### config.mk
export PLATFORM = sky130hd
export DESIGN_NAME = code_lock
export DESIGN_NICKNAME = d
export VERILOG_FILES = /design/src/rtl/code_lock_pkg.sv /design/src/rtl/code_lock_timer.sv /design/src/rtl/code_lock.sv
export SDC_FILE = /design/constraint.sdc
export NUM_CORES = 1
export LEC_CHECK = 0
export ABC_AREA = 1
export CORE_UTILIZATION = 59
export CTS_CLUSTER_DIAMETER = 200
export DETAILED_ROUTE_END_ITERATION = 6
export HOLD_SLACK_MARGIN = 0.12
export PLACE_DENSITY = 0.86
export RECOVER_POWER = 50
export SYNTH_ARGS = -nofsm -noshare
export SYNTH_HDL_FRONTEND = slang
export SYNTH_SLANG_ARGS = --single-unit
### constraint.sdc
create_clock -name clk -period 2.8 [get_ports clk]
set_clock_uncertainty 0.1 [all_clocks]
set_input_delay 0.7 -clock clk [delete_from_list [all_inputs] [get_ports clk]]
set_output_delay 0.7 -clock clk [all_outputs]
set_load 0.02 [all_outputs]
### src/rtl/code_lock_pkg.sv
// Shared types and helpers for the keypad combination lock.
package code_lock_pkg;

  typedef enum logic [2:0] {
    S_IDLE,
    S_ENTER,
    S_GRANT,
    S_DENY,
    S_LOCKOUT,
    S_PROG,
    S_PERR
  } state_e;

  localparam int KEYS_MAX = 32;

  function automatic int kw_of(input int num_keys);
    return (num_keys > 1) ? $clog2(num_keys) : 1;
  endfunction

  function automatic int dcw_of(input int code_len);
    return $clog2(code_len + 1);
  endfunction

  localparam int KW  = kw_of(4);
  localparam int DCW = dcw_of(4);

  // A key event is a legal digit only when exactly one key is down.
  function automatic void onehot_idx(input logic [KEYS_MAX-1:0] keys,
                                     output int idx, output logic valid);
    idx   = 0;
    valid = ($countones(keys) == 1);
    for (int i = 0; i < KEYS_MAX; i++) begin
      if (keys[i]) idx = i;
    end
  endfunction

endpackage

### src/rtl/code_lock_timer.sv
// Loadable down-counter that paces the lockout period.
module code_lock_timer #(
  parameter int W = 4
) (
  input  logic         clk,
  input  logic         reset_n,
  input  logic         load,
  input  logic [W-1:0] load_val,
  input  logic         dec,
  output logic         zero
);

  logic [W-1:0] cnt_q, cnt_d;

  always_comb begin
    cnt_d = cnt_q;
    if (load) begin
      cnt_d = load_val;
    end else if (dec && (cnt_q != '0)) begin
      cnt_d = cnt_q - 1'b1;
    end
  end

  always_ff @(posedge clk or negedge reset_n) begin
    if (!reset_n) begin
      cnt_q <= '0;
    end else begin
      cnt_q <= cnt_d;
    end
  end

  assign zero = (cnt_q == '0);

endmodule

### src/rtl/code_lock.sv
// Keypad combination lock: code entry, failure lockout and post-unlock reprogramming.
module code_lock
  import code_lock_pkg::*;
#(
  parameter int NUM_KEYS      = 4,
  parameter int CODE_LEN      = 4,
  parameter logic [CODE_LEN*kw_of(NUM_KEYS)-1:0] DEFAULT_CODE = 8'hE3,
  parameter int MAX_FAILS     = 3,
  parameter int LOCKOUT_TICKS = 16
) (
  input  logic                          clk,
  input  logic                          reset_n,
  input  logic                          en,
  input  logic [NUM_KEYS-1:0]           keys,
  input  logic                          anykey,
  input  logic                          prog,
  output logic                          unlock,
  output logic                          fail,
  output logic                          locked_out,
  output logic                          prog_active,
  output logic                          prog_err,
  output logic [dcw_of(CODE_LEN)-1:0]   digit_cnt
);

  localparam int KEY_W  = kw_of(NUM_KEYS);
  localparam int CNT_W  = dcw_of(CODE_LEN);
  localparam int CODE_W = CODE_LEN * KEY_W;
  localparam int FAIL_W = $clog2(MAX_FAILS + 1);
  localparam int TW     = (LOCKOUT_TICKS > 1) ? $clog2(LOCKOUT_TICKS) : 1;
  localparam logic [CNT_W-1:0]  LAST_DIGIT = CNT_W'(CODE_LEN - 1);
  localparam logic [FAIL_W-1:0] FAIL_MAX   = FAIL_W'(MAX_FAILS);
  localparam logic [TW-1:0]     LOAD_VAL   = TW'(LOCKOUT_TICKS - 1);

  state_e              state_q, state_d;
  logic [CNT_W-1:0]    digit_cnt_q, digit_cnt_d;
  logic                err_q, err_d;
  logic [FAIL_W-1:0]   fail_cnt_q, fail_cnt_d;
  logic [CODE_W-1:0]   code_q, code_d, shadow_q, shadow_d;

  int                  key_pos;
  logic                key_onehot, key_valid, digit_bad, last_digit;
  logic [KEY_W-1:0]    key_idx, code_digit;
  logic                tmr_load, tmr_dec, tmr_zero;

  always_comb begin : key_decode
    onehot_idx(KEYS_MAX'(keys), key_pos, key_onehot);
    key_valid  = key_onehot && (key_pos < NUM_KEYS);
    key_idx    = KEY_W'(key_pos);
    code_digit = '0;
    for (int i = 0; i < CODE_LEN; i++) begin
      if (digit_cnt_q == CNT_W'(i)) code_digit = code_q[i*KEY_W +: KEY_W];
    end
    digit_bad  = !key_valid || (key_idx != code_digit);
    last_digit = (digit_cnt_q == LAST_DIGIT);
  end

  always_comb begin : next_state
    state_d     = state_q;
    digit_cnt_d = digit_cnt_q;
    err_d       = err_q;
    fail_cnt_d  = fail_cnt_q;
    code_d      = code_q;
    shadow_d    = shadow_q;
    tmr_load    = 1'b0;
    tmr_dec     = 1'b0;
    if (en) begin
      unique case (state_q)
        // IDLE evaluates digit 0; a stale err is discarded there.
        S_IDLE, S_ENTER: begin
          if (anykey) begin
            if (last_digit) begin
              digit_cnt_d = '0;
              if (((state_q == S_ENTER) && err_q) || digit_bad) begin
                state_d = S_DENY;
                if (fail_cnt_q != FAIL_MAX) fail_cnt_d = fail_cnt_q + 1'b1;
              end else begin
                state_d    = S_GRANT;
                fail_cnt_d = '0;
              end
            end else begin
              state_d     = S_ENTER;
              digit_cnt_d = digit_cnt_q + 1'b1;
              err_d       = ((state_q == S_ENTER) && err_q) || digit_bad;
            end
          end
        end
        S_GRANT: begin
          digit_cnt_d = '0;
          state_d     = prog ? S_PROG : S_IDLE;
        end
        S_DENY: begin
          if (fail_cnt_q == FAIL_MAX) begin
            state_d  = S_LOCKOUT;
            tmr_load = 1'b1;
          end else begin
            state_d = S_IDLE;
          end
        end
        S_LOCKOUT: begin
          tmr_dec = 1'b1;
          if (tmr_zero) begin
            state_d    = S_IDLE;
            fail_cnt_d = '0;
          end
        end
        S_PROG: begin
          if (anykey) begin
            if (!key_valid) begin
              state_d     = S_PERR;
              digit_cnt_d = '0;
            end else begin
              for (int i = 0; i < CODE_LEN; i++) begin
                if (digit_cnt_q == CNT_W'(i)) shadow_d[i*KEY_W +: KEY_W] = key_idx;
              end
              if (last_digit) begin
                code_d      = shadow_d;
                state_d     = S_IDLE;
                digit_cnt_d = '0;
              end else begin
                digit_cnt_d = digit_cnt_q + 1'b1;
              end
            end
          end
        end
        S_PERR:  state_d = S_IDLE;
        default: state_d = S_IDLE;
      endcase
    end
  end

  always_ff @(posedge clk or negedge reset_n) begin : state_reg
    if (!reset_n) begin
      state_q     <= S_IDLE;
      digit_cnt_q <= '0;
      err_q       <= 1'b0;
      fail_cnt_q  <= '0;
      code_q      <= DEFAULT_CODE;
      shadow_q    <= DEFAULT_CODE;
    end else begin
      state_q     <= state_d;
      digit_cnt_q <= digit_cnt_d;
      err_q       <= err_d;
      fail_cnt_q  <= fail_cnt_d;
      code_q      <= code_d;
      shadow_q    <= shadow_d;
    end
  end

  code_lock_timer #(
    .W (TW)
  ) u_timer (
    .clk      (clk),
    .reset_n  (reset_n),
    .load     (tmr_load),
    .load_val (LOAD_VAL),
    .dec      (tmr_dec),
    .zero     (tmr_zero)
  );

  always_comb begin : out_decode
    unlock      = (state_q == S_GRANT);
    fail        = (state_q == S_DENY);
    locked_out  = (state_q == S_LOCKOUT);
    prog_active = (state_q == S_PROG);
    prog_err    = (state_q == S_PERR);
    digit_cnt   = digit_cnt_q;
  end

endmodule

Fig. 1: run 1, signal wires on met1
Drawn at 8 px/um. Supply wires on this layer in gray.
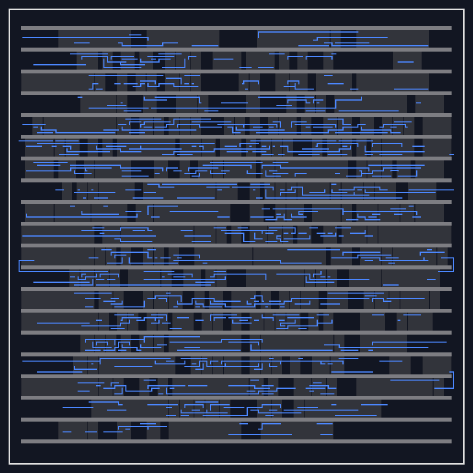
longest straight run: 23.0 um
main direction: horizontal
wire length on this layer: 1610 um
met1 usage: 31.2%
final wirelength: 3.41 mm
vias: 1506

Fig. 2: run 1, the metal 2 layer
Drawn at 8 px/um.
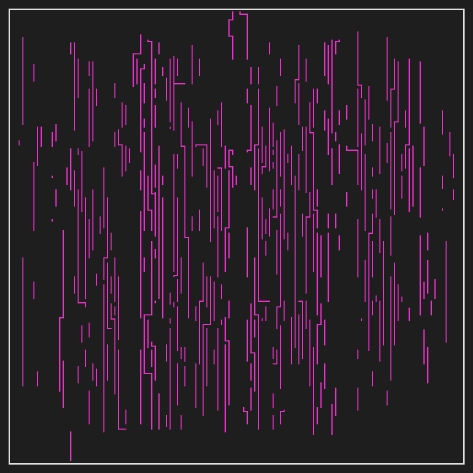
longest straight run: 21.4 um
wire length on this layer: 1620 um

Fig. 3: run 1, M3 wires
Drawn at 10 px/um.
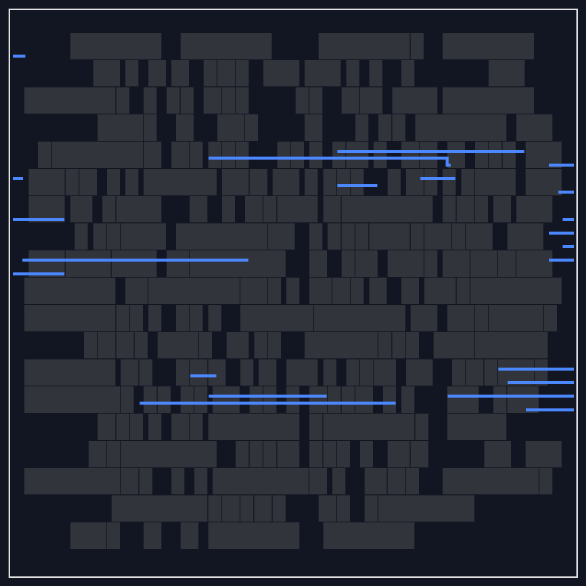
wire length on this layer: 163 um
longest straight run: 25.3 um

==> reports/metrics.csv, run 1 <==
metric,value,unit
synth_seq_share,38.9,%
status,completed,
inverters,49,
p_comb_share,53.2,%
cp_top_family,adder cells,
grt.overflow.total,0,
r2r_end,fail_cnt_q[1],
p_leak,1.08,nW
synth-edff-count,0,
syn_inst,237,
seq_share,32.9,%
place_congestion,0.862,
top_power_group,combinational logic,
stdcell_area,2090,um2
yosys.area_share.xor_xnor,0,%
fp.dieH,56.6,um
hp-start,code_q[7],
dp.cells,290,
fp-utilization,63.3,%
syn2layout_area_growth,18.4,%
clk_share,1.26,%
ys_cells,237,
drc_errors,0,
cts_tree,done,
worstPathRequired,2930,ps
wl_met1,1.61,mm
met2WireLength,1.62,mm
start_kind,input port,
lay_top_count,nand2_1,
largest_area_cell,dfrtp_1,
warnings,29,
largestClassByArea,combinational gates,
power_clock,0.166,mW
grt_usage,24.1,%
drtAntennaViolNets,0,
grt_start_max_net_pins,28,
crit_type,input port to register,
netlist_area,1760,um2
use_met3,3.46,%
drtIter0Drc,55,
rsz0062_at_grt,no,
cts_setup_buffers,3,
p_comb,0.885,mW
top_logic_kind,simple AND/OR/NAND/NOR gates,
buffers,26,
cp_slowest_cell,fa_1,
cts_resized,8,
cp_cell_sequence,clkdlybuf4s15_1 > inv_2 > fa_1 > inv_1 > ha_2 > ha_4 > nor3_4 > inv_2 > a21oi_2 > nand3_2 > o21bai_2 > nand2_1 > nand2_2 > nand2_2 > nand2_1 > nand2_1,
tap_cells,31,
largestRegisters,"code_q (8), shadow_q (6), u_timer.cnt_q (4)",
final_max_slew_viol_count,0,
clock_path_buffers,2,
period_used_share,95.6,%
ir_worst_vdd,0.707,mV
yosysMostFrequentCell,nand2_1,
hold_violations,0,
min_path_cells,2,
clk_pin_slew,140,ps
pwr-share-seq,36.8,%
io_buffers,16,
top_cell_area_share,27.0,%
placed_area,2030,um2
worstSetupStartpoint,keys[1],
hold_path_end,code_q[7],
die_width,56.6,um
synthMuxAreaShare,0,%
setup_tns,0,ps
yosys_area,1760,um2
avgSynthCellArea,7.43,um2
drive_gt1_share,19.2,%
ys_sh_adder,6.82,%
grtUsageMet2,41.3,%
clock_buffer_count,4,
lay_top_cells,"nand2_1, inv_1, o21ai_0",
internal_power,0.902,mW
netSwitchingFraction,45.8,%
hp-class,register to register,
critPathCaptureType,register,
synthTopCellsByArea,"dfrtp_1, nand2_1, dfstp_2, inv_1, o21ai_0",
clockPowerShare,10.0,%
synthAoiAreaFrac,12.9,%
reg2reg_depth,17,
final_nets,285,
endpoint,fail_cnt_q[1],
min_period,2680,ps
holdWs,374,ps
common_cells,"nand2_1, inv_1, o21ai_0",
crit_buf_inv,4,
row_count,19,
dominantRegCellSynth,dfrtp_1,
fin_ws,122,ps
diodes,0,
cts_root_buffer,clkbuf_4,
ys_sh_simple,30.2,%
comb_share,43.4,%
bufAreaShareNonClock,11.6,%
worstPathMaxFanout,3,
Fig. 4: run 1, clock network drawn from the DEF
Drawn at 4 px/um.
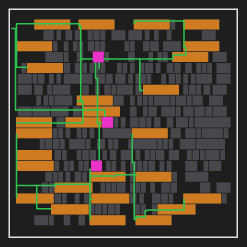

==> inputs of run 2 (changes only) <==
--- a/config.mk
+++ b/config.mk
@@ -6,9 +6,11 @@
 export NUM_CORES = 1
 export LEC_CHECK = 0
 export ABC_AREA = 1
+export CORE_MARGIN = 2
 export CORE_UTILIZATION = 59
 export CTS_CLUSTER_DIAMETER = 200
 export DETAILED_ROUTE_END_ITERATION = 6
+export GPL_TIMING_DRIVEN = 0
 export HOLD_SLACK_MARGIN = 0.12
 export PLACE_DENSITY = 0.86
 export RECOVER_POWER = 50
Fig. 5: run 2, clock network drawn from the DEF
Drawn at 4 px/um.
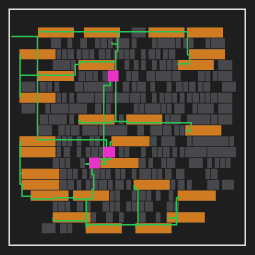
legend:
  flip-flops:
    color: orange
    count: 27
  cells driving clock nets:
    color: magenta
    count: 3
  clock wires:
    color: green
    length: 342 um
routed clock nets: 4

Fig. 6: run 2, routing congestion
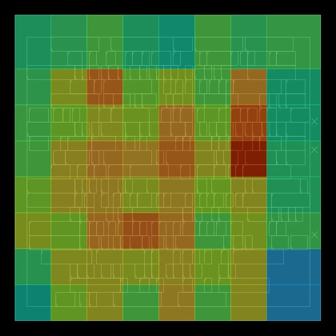
met3 GRT Util: 2.86%
M2 GR Usage: 35.3%

Fig. 7: run 2, the metal 2 layer
Drawn at 8 px/um.
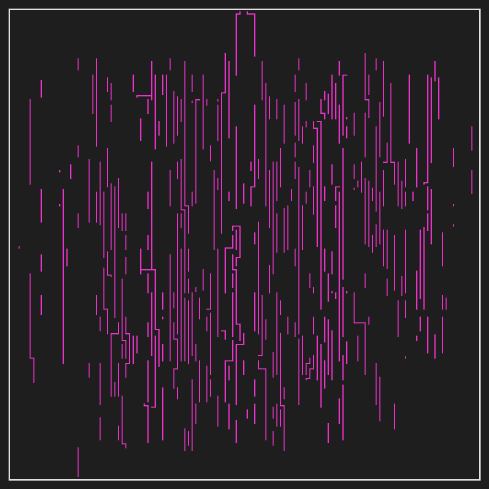
longest straight run: 23.5 um
main direction: vertical
wire length on this layer: 1470 um
nets with wire on the layer: 217
share of all routed wire: 44%
final wirelength: 3.31 mm
vias: 1479

==> run 2 against run 1 <==
  * The run now ends with DRC left
  * Clock power up 3%
  * Combinational power is 2.4% lower
  * Routed wire length fell by 2.9%
  * Setup slack better by 14 ps
  * Register-to-register slack improved by 30 ps
  * Power fell by 1.1%
  * Sequential share of layout area increased by 1.2 points
  * Final area is 3.5% lower
  * Flip-flop count did not move
  * Die size is 7.2% higher
  * Area after synthesis stayed put
  * Critical endpoint is now fail_cnt_q[0]
  * Largest cell class unchanged
==> reports/metrics.csv, run 2 <==
metric,value,unit
status,"complete, but fails checks",
violations,DRC,
core,2810,um2
setup_violations,0,
drive_gt1_share,17.1,%
ys_cells,237,
firstDrtPassIters,6,
synthTopCellsByArea,"dfrtp_1, nand2_1, dfstp_2, inv_1, o21ai_0",
diodes,0,
endpoint,fail_cnt_q[0],
final_max_slew_viol_count,0,
fp-utilization,62.8,%
start_kind,input port,
grt_usage,22.3,%
drtIter0Drc,88,
wl_met1,1.66,mm
hp-start,code_q[7],
crit_buf_inv,4,
power.switching,0.758,mW
reg2reg_slack,720,ps
synth_seq_share,38.9,%
h-tree-depth,1,
seq_share,34.1,%
common_cells,"nand2_1, inv_1, o21ai_0",
synthMuxAreaShare,0,%
buffers,18,
synthAoiAreaFrac,12.9,%
drtAntennaViolNets,0,
worst_pin_slew,1210,ps
reg2reg_depth,17,
ff_latch_area,686,um2
grt.overflow.total,0,
die_width,58.6,um
crit_type,input port to register,
cts_root_buffer,clkbuf_4,
clock_buffer_count,4,
internal_power,0.887,mW
top_cell_area_share,27.0,%
ys_sh_adder,6.82,%
bufAreaShareNonClock,8.33,%
stdcell_area,2010,um2
setup_tns,0,ps
clockPowerShare,10.4,%
chipArea,3440,um2
hp-class,register to register,
tap_cells,31,
worstSetupStartpoint,keys[0],
dp.cells,284,
hold_path_end,code_q[7],
cts_resized,10,
ff_count,27,
dpl.hpwl,2.51,mm
arrival,2810,ps
largest_area_cell,dfrtp_1,
grt_pass1_wl,5.91,mm
met2WireLength,1.47,mm
largestClassByArea,combinational gates,
dominantRegCellSynth,dfrtp_1,
top_register,code_q,
max_freq,0.375,GHz
worstPathRequired,2940,ps
wl_met3,135,um
inverters,49,
cp_cell_sequence,dlygate4sd2_1 > inv_1 > fa_1 > inv_1 > ha_2 > ha_4 > nor3_4 > inv_2 > a21oi_2 > nand3_2 > o21bai_2 > nand2_1 > nand2_2 > nand2_2 > nand2_1 > nand2_1,
ys_sh_simple,30.2,%
powerDensity,817,nW/um2
ir_worst_vdd,0.582,mV
wl_per_cell,11.5,um
top_power_group,combinational logic,
p_comb,0.864,mW
critPathCaptureType,register,
cts-buffers-inserted,3,
grt_start_max_net_pins,28,
synth-edff-count,0,
lay_top_cells,"nand2_1, inv_1, o21ai_0",
min_period,2660,ps
synthDistinctLibCells,30,
row_count,19,
top_logic_kind,simple AND/OR/NAND/NOR gates,
worstPathMaxFanout,3,
p_comb_share,52.5,%
place_ws,-622,ps
clock_path_buffers,2,
lay_top_count,nand2_1,
grt_busiest_layer,met2,
power.total,1.64,mW
cp_common_cell,nand2_1,
hold_violations,0,
fillers,231,
netlist_area,1760,um2
io_buffers,16,
rsz0062_at_grt,no,
placed_area,1970,um2
syn2layout_area_growth,14.2,%
antenna_found_initial,0,
yosys.area_share.xor_xnor,0,%
power_clock,0.171,mW
fp.dieH,58.6,um
post_drt_via_cell_ratio,5.12,
ys_seq_elements,27,
cts_tree,done,
post-route-util,71.7,%
warnings,29,
netSwitchingFraction,46.1,%
yosys_warnings,0,
cp_slowest_cell,fa_1,
fin_ws,136,ps
gr-usage-met1,31.6,%
period_used_share,95.1,%
clk_pin_slew,150,ps
stdcell_count,289,
place_congestion,0.838,
largest_reg_flops,8,
maxCapViolCount,0,
logic_gates,160,
largestRegisters,"code_q (8), shadow_q (6), u_timer.cnt_q (4)",
clk_share,1.31,%
r2r_end,fail_cnt_q[0],
pwr-share-seq,37.1,%
min_path_cells,2,
yosys_area,1760,um2
cts_setup_buffers,1,
syn_inst,237,
drc_errors,3,
avgSynthCellArea,7.43,um2
comb_share,45.0,%
final_nets,277,
p_leak,1.04,nW
cp_top_family,adder cells,
ctsHoldBuffers,0,
holdWs,374,ps
yosysMostFrequentCell,nand2_1,
powerSeq,0.609,mW
clk_latency,330,ps
Power and IR drop assume default switching activity.
